Design uart_tx_controller_flat, sky130hd; sources not shown.
**Run 1: logic cells by family**

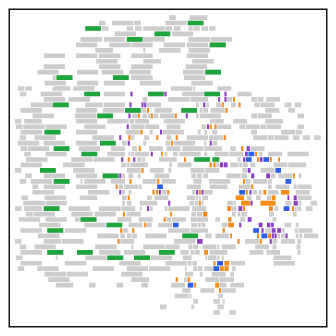
Orange marks NOR gates, cells 77, most used nor2_1. Blue marks XOR/XNOR gates, cells 14, most used xnor2_1. Green marks multiplexers, cells 34, most used mux4_2. Purple marks NAND gates, cells 55, most used nand2_1.
Commonest Layout Cell: edfxtp_1
Comb/total area: 25.3%

**Run 1: placed cells, one colour a class**

The bar under the picture is 50 um long. Fill, decap, tap and diode cells in grey.
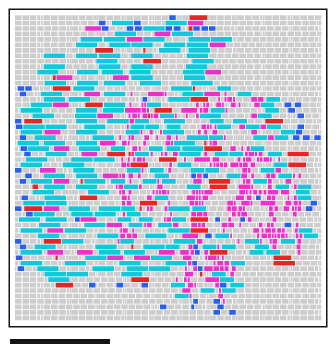
Magenta marks combinational and other logic, cells 332, share of their area 27%. Blue marks other buffers and delay cells, cells 64, share of their area 6.4%. Cyan marks flops, cells 212, share of their area 59%. Red marks clock drivers and dummy loads, cells 41, share of their area 8.2%.
row count: 56
final instance area: 9890 um2
core area: 23300 um2

**Run 1: clock wiring as the flow saved it**

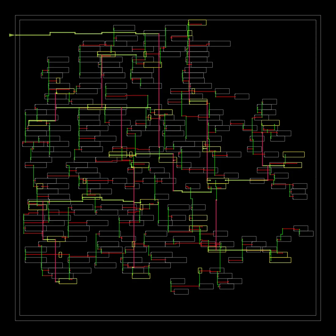
later-pin clock latency in the skew report: 0.53 ns
clk_skew: 0.0175 ns

**Run 1: the metal 2 layer**

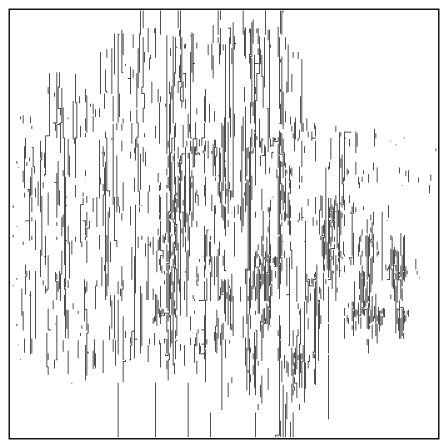
The layer carries 8290 um of wire. 592 nets have wire on it. The wires run mostly vertical. The layer holds 50% of the routed length.
routed wire length: 16.7 mm
DR vias: 4897
grt met2 use: 23.1%

==> results.yml, run 1 <==
# synthesis and place-and-route metrics
global_routing:
  grt_pass1_wl_mm: 26.4
  track_usage_pct: 13.6
  antenna_found_initial: 0
  grt_overflow: 0
  grt_start_max_net_pins: 56
  grt_pass1_vias: 4979
hold_path:
  min_path_type: "flop to flop"
  hold_path_depth: 1
power:
  clkPwrFrac_pct: 33.0
  swShare_pct: 28.4
  share_comb_of_total_power_pct: 22.0
  power.total_mw: 3.91
  p_leak_nw: 3.32
  power.share.sequential_pct: 45.0
clocking:
  cts.sinks: 212
  post_cts_buffers: 0
  cts_resized: 0
  cts-buffers-inserted: 24
  cts_max_level: 1
  clockBufferDepth: 3
setup_path:
  crit_type: "input pin to flop"
  cp-end-kind: "flop"
  crit_required_ns: 6.98
  cp_max_fo: 8
  start_kind: "input pin"
synthesis:
  ys_ff: 212
  top_area_share_pct: 48.1
  netlist.top_cell.by_area: "edfxtp_1"
  edf_count: 132
  synthDistinctLibCells: 46
  synth.avg_cell_area_um2: 14.3
  syn_nets: 626
  ys_chip_area_um2: 8240
  topCellsByArea: "edfxtp_1 48%, dfxtp_1 19%, mux4_2 9.0%"
  netlist_area_um2: 8240
  ys_seq_share_pct: 67.5
  yosysWarnings: 0
finish:
  lay_top_cells: "132 x edfxtp_1, 79 x dfxtp_1, 60 x nor2_1"
  area_delta_synth_final_pct: 20.1
  final-instance-count-excl-fill: 968
  drive_above_1_share_pct: 14.3
  nFillCells: 2125
  final-comb-area_um2: 2500
  seqCellArea_um2: 5570
route:
  wl_met2_mm: 8.29
  drc_errors: 0
  routedWlPerCell_um: 17.2
  firstDrtPassIters: 4
  drtAntennaViolNets: 0
sta:
  max_clock_freq_mhz: 338
  tightest_slew_ns: 0.680
  timing.slew.headroom_pct: 54.7
  fin_setup_tns_ns: 0
  fin_crit_ns: 2.96
  setup_viol: 0
  drv_slew: 0
  setup_ws_ns: 3.64
  holdWs_ns: 0.473
  rsz0062_at_grt: "no"
  finalClockPeriodUsage_pct: 44.8
status:
  outcome: "finished, final reports clean"
floorplanning:
  fp_util_pct: 35.4
  ios: 53
  die_y_um: 157
  die_area_um2: 24800
placed_design:
  dp_cells: 927
  dp_hpwl_mm: 10.4
  port_buffers: 52
job:
  warnings: 30
  max_cap_violations: 0
## run 1: cells in the mapped netlist, types with 6 or more instances
cell and instances:
edfxtp_1 132, dfxtp_1 80, nor2_1 60, nand2_1 37
a21oi_1 34, a211oi_1 33, mux4_2 33, clkbuf_1 29
inv_1 12, xnor2_1 12, a22oi_1 9, ha_1 9
nand3_1 9, a22o_1 8, o21ai_0 8, a31oi_1 7
nor2b_1 6
## run 1: power groups by stage
stage,clock [mW],combinational [mW],sequential (mW)
final,1.29,0.861,1.76
after floorplan,0,0.638,1.73
after global placement,0,0.850,1.78
after detailed placement,0,0.871,1.79
after CTS,1.32,0.876,1.76
after global routing,1.37,0.953,1.78
## run 1: layer usage
metal,up-vias,global-route usage (%)
li1,2304,-
met3,34,2.53
met4,0,4.42
met1,2465,17.7
met5,-,0
met2,94,23.1
## run 1: cell type report
cell class | instances | share of cell area, %
clock buffers | 31 | 6.55
clock inverters | 10 | 1.28
inverters | 12 | 0.455
multi-input cells | 320 | 25.3
flip-flops and latches | 212 | 56.3
well taps | 319 | 4.03
repair buffers | 64 | 6.12
## run 1: critical path, stage by stage
cell and delay (ns):
clkdlybuf4s50_1 0.47, nor2b_1 0.42, ha_1 0.25, fa_1 0.19, xnor2_1 0.13, xnor2_1 0.18, nor3b_1 0.26, a31oi_1 0.11
## run 1: kinds of logic (layout without fill, tap and decap cells)
logic type	after synthesis	count (layout)	share of synthesized area, %
AND-OR/OR-AND	110	110	9.03
flip-flops	212	212	67.5
XOR/XNOR	14	14	1.49
AND/OR/NAND/NOR	152	152	9.00
multiplexers	34	34	9.14
adder cells (fa/ha/maj)	10	10	1.61
buffers and inverters	45	117	2.19
**Run 1: drive-strength map**

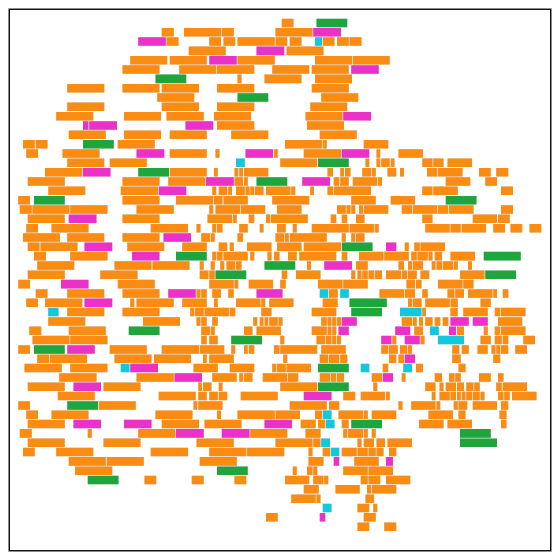

--- run 2 (diff from run 1) ---
Clock period 6.6 ns to 2.9 ns, I/O delays scaled along.
**Run 2: drive-strength map**

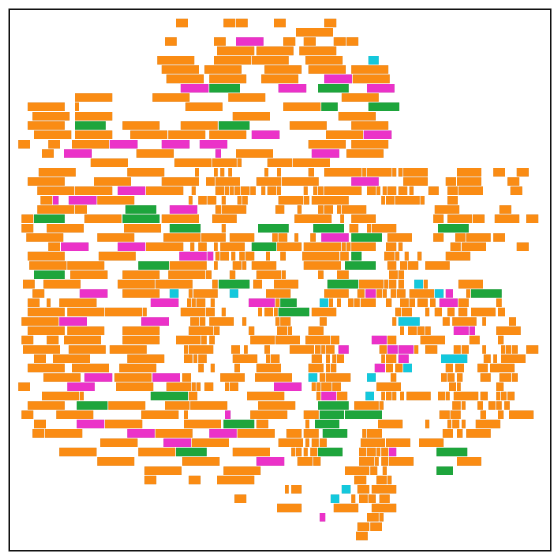
Cyan marks _3 and _4 cells, cells 14, share 2.1%. Magenta marks _2 cells, cells 52, share 8.0%. Green marks _6 and larger, cells 36, share 5.5%. Orange marks _0 and _1 cells, cells 552, share 84%.
final instance area: 10000 um2
Non-clk bufs: 68
Layout Area Growth over Synthesis: 21.4%
Final WS setup: 0.493 ns

==> run 2 against run 1 <==
Against the previous run:
- non-clock buffer count increased by 4
- sequential power is 130% higher
- core utilization is 0.48 points higher
- sequential share of layout area decreased by 0.63 points
- die size did not move
- clock-buffer cell count down 1
- via count shrank 0.76%
- first-iteration DRC count rose by 1.6%
- clock skew decreased by 0.00071 ns
- setup slack lost 3.1 ns
- area after synthesis did not move
- power up 130%
- largest cell class unchanged
==> results.yml, run 2 <==
# synthesis and place-and-route metrics
synthesis:
  synth.avg_cell_area_um2: 14.3
  netlist.top_cell.by_area: "edfxtp_1"
  common_cells: "132 x edfxtp_1, 80 x dfxtp_1, 60 x nor2_1"
  mux_share_pct: 9.14
  top_area_share_pct: 48.1
  ys_seq_share_pct: 67.5
  edf_count: 132
  ys_chip_area_um2: 8240
  syn_nets: 626
  topCellsByArea: "edfxtp_1 48%, dfxtp_1 19%, mux4_2 9.0%"
  synthDistinctLibCells: 46
  adder_share_pct: 1.61
  ys_sh_simple_pct: 9.00
setup_path:
  crit_required_ns: 3.26
  cp-end-kind: "flop"
  start_kind: "flop"
  crit_type: "flop to flop"
  worst_path_max_delay_cell: "dfxtp_1"
  critPathTopFamily: "adder cells"
  cp_max_fo: 8
  timing.critical_path.buf_inv: 1
  path_depth: 9
floorplanning:
  die_y_um: 157
  rows: 56
  core_area_um2: 23300
  die_area_um2: 24800
  ios: 53
  fp_util_pct: 35.4
status:
  outcome: "finished, final reports clean"
route:
  drc_errors: 0
  finalWirelength_mm: 16.7
  routedWlPerCell_um: 17.1
  firstDrtPassIters: 4
  drtAntennaViolNets: 0
  via_count: 4860
clocking:
  cts-buffers-inserted: 23
  post_cts_buffers: 0
  clk_latency_ns: 0.51
  cts.sinks: 212
  clockBufferDepth: 3
  cts_max_level: 1
sta:
  finalClockSkew_ns: 0.0168
  tightest_slew_ns: 0.703
  finalClockPeriodUsage_pct: 83.0
  rsz0062_at_grt: "no"
  timing.slew.headroom_pct: 53.0
  drv_slew: 0
finish:
  drive_above_1_share_pct: 15.6
  layout_top_cell: "edfxtp_1"
  nFillCells: 2118
hold_path:
  hold_path_depth: 2
global_routing:
  grt_pass1_vias: 5001
  grt_start_max_net_pins: 43
job:
  max_cap_violations: 0
  warnings: 30
placed_design:
  port_buffers: 52
  dp_hpwl_mm: 10.5
power:
  p_leak_nw: 3.38
**Run 2: logic cells by family**

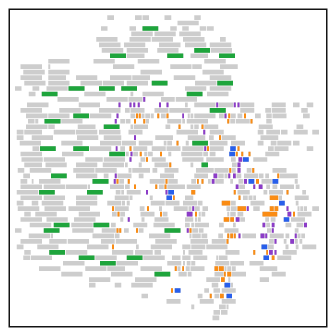
Green marks multiplexers, cells 34, most used mux4_2. Blue marks XOR/XNOR gates, cells 14, most used xnor2_1. Orange marks NOR gates, cells 77, most used nor2_1. Purple marks NAND gates, cells 55, most used nand2_1.
fin cells: 973
Comb/total area: 25.0%

==> run 2: cell counts after synthesis <==
No cell type changed its count.
==> run 2: cell type report <==
| type | instances | area [um2] | share of cell area (%) |
|---|---|---|---|
| clock inverters | 12 | 140 | 1.40 |
| well taps | 319 | 399 | 3.99 |
| flip-flops and latches | 212 | 5570 | 55.6 |
| multi-input cells | 320 | 2500 | 25.0 |
| repair buffers | 68 | 698 | 6.98 |
| clock buffers | 30 | 653 | 6.53 |
| inverters | 12 | 45.0 | 0.450 |
==> run 2: through the flow <==
step,instances,hold slack [ns],util (%),instance area (um2)
after floorplan,577,0.443,-,8240
after global placement,931,0.460,39.6,9210
after detailed placement,931,0.465,39.6,9210
after CTS,973,0.439,43.0,10000
after global routing,973,0.439,43.0,10000
final,973,0.456,43.0,10000
==> run 2: power by group <==
group	internal (mW)	leakage [nW]	total, mW	switching [mW]
clock network	1.85	0.395	3.00	1.14
logic	0.924	1.12	2.01	1.08
registers	3.72	1.87	3.99	0.275
total	6.50	3.38	9.00	2.50
==> run 2: cell families after synthesis <==
family,after synthesis
buf+inv,45
flops,212
mux,34
xor+xnor,14
simple gates,152
fa+ha+maj,10
compound gates,110
==> run 2: per-layer routing <==
| layer | wire, um | global-route usage, % | up-vias |
|---|---|---|---|
| met5 | 0 | 0 | - |
| met4 | 371 | 3.81 | 0 |
| met3 | 589 | 2.29 | 26 |
| met2 | 8320 | 23.9 | 98 |
| met1 | 7410 | 17.7 | 2422 |
| li1 | - | - | 2314 |
Power and IR drop assume default switching activity.
